Signal wires by layer:
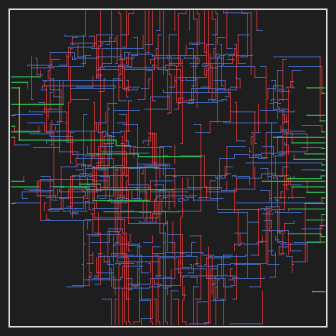
Routing congestion map:
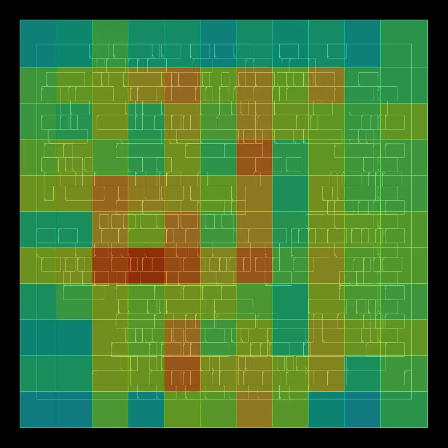
M3 wires:
Bar = 20 um. Cells faint in the background.
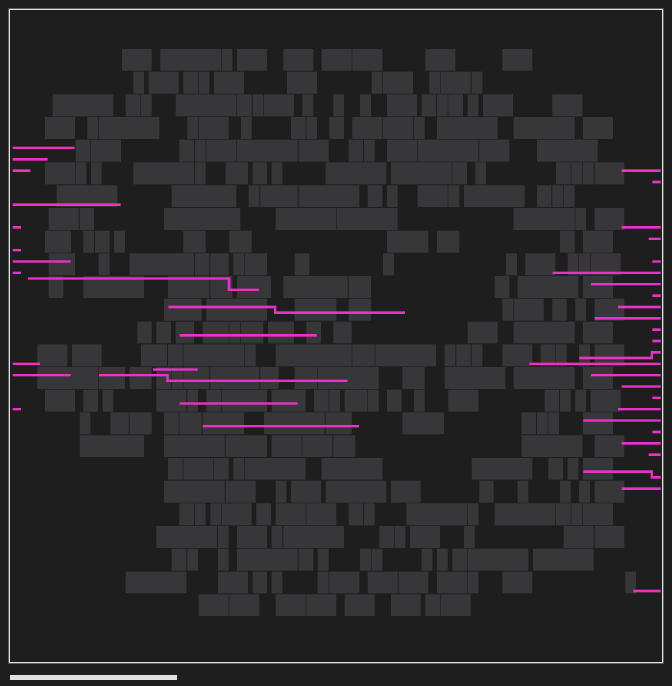
Met2 routing:
Cells faint in the background.
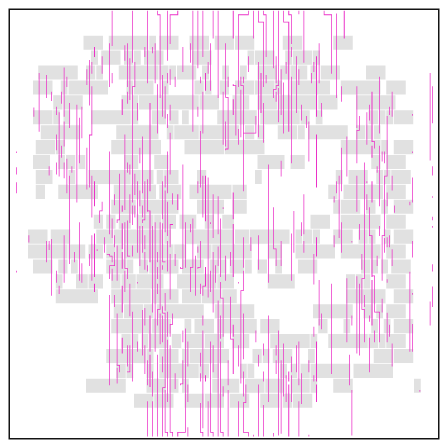
### src/rtl/riscy_pkg.sv
// Shared register-file geometry and dumper FSM state encoding.
package riscy_pkg;

    localparam int unsigned XLEN     = 32;
    localparam int unsigned NUM_REGS = 32;

    typedef enum logic [1:0] {
        StIdle,
        StRead,
        StSend,
        StCsum
    } dump_state_t;

endpackage

### src/rtl/regdump_xor_acc.sv
// Running XOR of captured register values for the dump checksum beat.
// Only compiled when REGDUMP_CHECKSUM_EN is defined.
`ifdef REGDUMP_CHECKSUM_EN
module regdump_xor_acc #(
    parameter int unsigned Width = riscy_pkg::XLEN
) (
    input  logic             clk_i,
    input  logic             rst_i,
    input  logic             clear_i,
    input  logic             en_i,
    input  logic [Width-1:0] din_i,
    output logic [Width-1:0] acc_o
);

    logic [Width-1:0] acc_q, acc_d;

    always_comb begin
        acc_d = acc_q;
        if (clear_i) begin
            acc_d = '0;
        end else if (en_i) begin
            acc_d = acc_q ^ din_i;
        end
    end

    always_ff @(posedge clk_i) begin
        if (rst_i) begin
            acc_q <= '0;
        end else begin
            acc_q <= acc_d;
        end
    end

    assign acc_o = acc_q;

endmodule
`endif

### src/rtl/regfile_dumper.sv
// Walks x0..x(NUM_REGS-1) through one register-file read port and streams them out.
// Define REGDUMP_CHECKSUM_EN to append an XOR checksum beat after the last register.
module regfile_dumper #(
    parameter int unsigned XLEN     = riscy_pkg::XLEN,
    parameter int unsigned NUM_REGS = riscy_pkg::NUM_REGS
) (
    input  logic                        clk,
    input  logic                        rst,
    input  logic                        start,
    output logic                        busy,
    output logic [$clog2(NUM_REGS)-1:0] rf_addr,
    input  logic [XLEN-1:0]             rf_rdata,
    output logic                        out_valid,
    input  logic                        out_ready,
    output logic [XLEN-1:0]             out_data,
    output logic [$clog2(NUM_REGS):0]   out_idx,
    output logic                        out_last,
    output logic                        dump_done
);
    import riscy_pkg::*;

    localparam int unsigned AW = $clog2(NUM_REGS);
    localparam int unsigned IW = AW + 1;
    localparam logic [AW-1:0] LastIdx = AW'(NUM_REGS - 1);

    dump_state_t     state_q, state_d;
    logic [AW-1:0]   idx_q, idx_d;
    logic            busy_q, busy_d;
    logic            valid_q, valid_d;
    logic            last_q, last_d;
    logic            done_q, done_d;
    logic [XLEN-1:0] data_q, data_d;
    logic [IW-1:0]   oidx_q, oidx_d;
    logic            is_last;
    logic            handshake;
    logic [XLEN-1:0] csum;

    assign is_last   = (idx_q == LastIdx);
    assign handshake = valid_q && out_ready;

`ifdef REGDUMP_CHECKSUM_EN
    localparam bit CsumEn = 1'b1;

    regdump_xor_acc #(
        .Width(XLEN)
    ) u_xor_acc (
        .clk_i  (clk),
        .rst_i  (rst),
        .clear_i((state_q == StIdle) && start),
        .en_i   (state_q == StRead),
        .din_i  (rf_rdata),
        .acc_o  (csum)
    );
`else
    localparam bit CsumEn = 1'b0;

    assign csum = '0;
`endif

    always_comb begin
        state_d = state_q;
        idx_d   = idx_q;
        busy_d  = busy_q;
        valid_d = valid_q;
        data_d  = data_q;
        oidx_d  = oidx_q;
        last_d  = last_q;
        done_d  = 1'b0;
        unique case (state_q)
            StIdle: begin
                if (start) begin
                    idx_d   = '0;
                    busy_d  = 1'b1;
                    state_d = StRead;
                end
            end
            StRead: begin
                // Snapshot: later core writes to this register are not reflected in the beat.
                data_d  = rf_rdata;
                oidx_d  = {1'b0, idx_q};
                last_d  = is_last && !CsumEn;
                valid_d = 1'b1;
                state_d = StSend;
            end
            StSend: begin
                if (handshake) begin
                    valid_d = 1'b0;
                    if (!is_last) begin
                        idx_d   = idx_q + 1'b1;
                        state_d = StRead;
                    end else if (CsumEn) begin
                        data_d  = csum;
                        oidx_d  = IW'(NUM_REGS);
                        last_d  = 1'b1;
                        valid_d = 1'b1;
                        state_d = StCsum;
                    end else begin
                        idx_d   = '0;
                        busy_d  = 1'b0;
                        done_d  = 1'b1;
                        state_d = StIdle;
                    end
                end
            end
            StCsum: begin
                if (handshake) begin
                    valid_d = 1'b0;
                    idx_d   = '0;
                    busy_d  = 1'b0;
                    done_d  = 1'b1;
                    state_d = StIdle;
                end
            end
            default: state_d = StIdle;
        endcase
    end

    always_ff @(posedge clk) begin
        if (rst) begin
            state_q <= StIdle;
            idx_q   <= '0;
            busy_q  <= 1'b0;
            valid_q <= 1'b0;
            data_q  <= '0;
            oidx_q  <= '0;
            last_q  <= 1'b0;
            done_q  <= 1'b0;
        end else begin
            state_q <= state_d;
            idx_q   <= idx_d;
            busy_q  <= busy_d;
            valid_q <= valid_d;
            data_q  <= data_d;
            oidx_q  <= oidx_d;
            last_q  <= last_d;
            done_q  <= done_d;
        end
    end

    assign busy      = busy_q;
    assign rf_addr   = idx_q;
    assign out_valid = valid_q;
    assign out_data  = data_q;
    assign out_idx   = oidx_q;
    assign out_last  = last_q;
    assign dump_done = done_q;

endmodule
### config.mk
export PLATFORM = sky130hd
export DESIGN_NAME = regfile_dumper
export DESIGN_NICKNAME = d
export VERILOG_FILES = /design/src/rtl/riscy_pkg.sv /design/src/rtl/regdump_xor_acc.sv /design/src/rtl/regfile_dumper.sv
export SDC_FILE = /design/constraint.sdc
export NUM_CORES = 1
export LEC_CHECK = 0
export CAP_MARGIN = 20
export CORE_MARGIN = 3
export CORE_UTILIZATION = 35
export DETAILED_ROUTE_END_ITERATION = 12
export PLACE_DENSITY = 0.82
export SKIP_LAST_GASP = 1
export SYNTH_ARGS = -nofsm -noshare
export SYNTH_HDL_FRONTEND = slang
export SYNTH_SLANG_ARGS = --single-unit
### constraint.sdc
create_clock -name clk -period 1.6 [get_ports clk]
set_input_delay 0.32 -clock clk [delete_from_list [all_inputs] [get_ports clk]]
set_output_delay 0.32 -clock clk [all_outputs]
set_load 0.005 [all_outputs]
==> reports/metrics.sh <==
R2R-END='rf_addr[2]$_SDFFE_PP0P_'
SETUP_WS_NS=-0.0115
ANTENNA_CELLS=0
DRIVE_GT1_FRAC=0.107
DESIGN.FINAL.NETS=345
YS_TOP_LOGIC_FAMILY='simple AND/OR/NAND/NOR gates'
MIN_PATH_TYPE='flip-flop to flip-flop'
REG2REG_SETUP_SLACK_NS=-0.01
YOSYS_MOST_USED_DFF='sky130_fd_sc_hd__dfxtp_1'
SEQUENTIAL_TO_TOTAL_AREA_SHARE_FROM_YOSYS_STAT=0.529
PLACE.DETAILED.INSTANCES=366
FINALSETUPVIOLCOUNT=1
FAILING_CHECKS='negative setup slack'
ANTENNA_FOUND_INITIAL=0
CLOCK_PATH_BUFFERS=2
RUN_STATUS='complete, but fails checks'
FLOORPLAN.IO_PINS=83
CLOCK_INSERTION_DELAY_AT_THE_LATER_PIN_OF_THE_SKEW_REPORT_NS=0.29
FIRST_GLOBAL_VIAS=1700
LEAKAGEPOWER_nW=1.03
DRT-TOTAL-WL_UM=4680
HTREE_NUM_LEVELS=2
TIMING.FMAX_MHz=621
Notes on 'signal wires by layer' above:
| layer | color | wire length |
|---|---|---|
| metal 2 | red | 2510 um |
| metal 3 | green | 308 um |
| metal 4 | orange | 12.9 um |
| metal 1 | blue | 1860 um |

Notes on 'routing congestion map' above:
post-detailed-route wirelength per cell: 12.5 um
global-route track usage on met2: 0.283
met3 usage: 0.0482
fin util: 0.586
overall routing resource usage: 0.155

Notes on 'M3 wires' above:
main direction: horizontal
longest straight run: 23.9 um
nets with wire on the layer: 41

Notes on 'met2 routing' above:
nets with wire on the layer: 289
longest straight run: 24.6 um
wire length on this layer: 2510 um
share of all routed wire: 54%
main direction: vertical

-- power by group --
part / total [mW] / internal, mW / leakage [nW] / switching, mW
clock network: 0.720 / 0.353 / 0.0455 / 0.367
logic: 0.382 / 0.223 / 0.594 / 0.159
registers: 1.29 / 1.25 / 0.392 / 0.0372
total: 2.39 / 1.82 / 1.03 / 0.563
-- cell usage after synthesis, types with 2 or more instances --
cell / n
sky130_fd_sc_hd__a21oi_1: 43
sky130_fd_sc_hd__and3_1: 2
sky130_fd_sc_hd__buf_2: 8
sky130_fd_sc_hd__buf_4: 2
sky130_fd_sc_hd__clkbuf_1: 4
sky130_fd_sc_hd__dfxtp_1: 48
sky130_fd_sc_hd__ha_1: 2
sky130_fd_sc_hd__inv_1: 3
sky130_fd_sc_hd__nand2_1: 77
sky130_fd_sc_hd__nand3_1: 6
sky130_fd_sc_hd__nand4b_1: 2
sky130_fd_sc_hd__nor2_1: 3
sky130_fd_sc_hd__or3b_1: 2
-- tightest hold or removal path: cells and delay by family, from the launching register on --
kind / cells / cell delay, ns
AND-OR/OR-AND: 1 / 0.05
AND/OR/NAND/NOR: 1 / 0.05
flip-flops: 1 / 0.31
-- sequential cells by signal (all words and copies together) (netlist names) --
register and cells:
state_q 2, rf_addr 5, dump_done 1, out_data 32, out_valid 1, busy 1
out_last 1, out_idx 5
-- worst max-delay path by stage --
stage,from,to,cells past startpoint
2_1_floorplan,rf_addr[0]$_SDFFE_PP0P_,rf_addr[2]$_SDFFE_PP0P_,6
3_3_place_gp,start,rf_addr[3]$_SDFFE_PP0P_,4
3_5_place_dp,start,rf_addr[3]$_SDFFE_PP0P_,4
4_1_cts,rf_addr[1]$_SDFFE_PP0P_,rf_addr[2]$_SDFFE_PP0P_,6
5_1_grt,rf_addr[1]$_SDFFE_PP0P_,rf_addr[2]$_SDFFE_PP0P_,6
6_report,rf_addr[1]$_SDFFE_PP0P_,rf_addr[2]$_SDFFE_PP0P_,6
-- metrics by stage --
step,power [mW],utilization
5_1_grt,2.51,0.586
6_report,2.39,0.586
4_1_cts,2.43,0.584
3_5_place_dp,1.70,0.561
2_1_floorplan,1.47,-
3_3_place_gp,1.69,0.561
-- cell type report --
class                   count  area [um2]
well taps                  67        83.8
fillers                   472        2020
multi-input cells         154         797
flip-flops and latches     48         966
clock buffers               8        90.1
inverters                   3        11.3
repair buffers             95         911
-- per-layer routing --
metal	share of wire	wire, um	GRT usage	vias to the layer above
met5	0	0	0	-
met4	0.0026	12	0.0262	0
met3	0.066	307	0.0482	2
met2	0.54	2510	0.283	52
met1	0.40	1860	0.179	843
li1	-	-	-	908
-- repair_timing --
item,in CTS,in global routing
pin swaps,0,1
buffers inserted,1,0
gates resized,5,4
cloned,0,0
hold buffers,0,0
endpoints found under the setup margin,4,7
-- cell families after synthesis --
logic type      Yosys count
other cells               1
flops                    48
buf+inv                  19
fa+ha+maj                 2
simple gates            100
compound gates           51
Power and IR drop assume default switching activity.
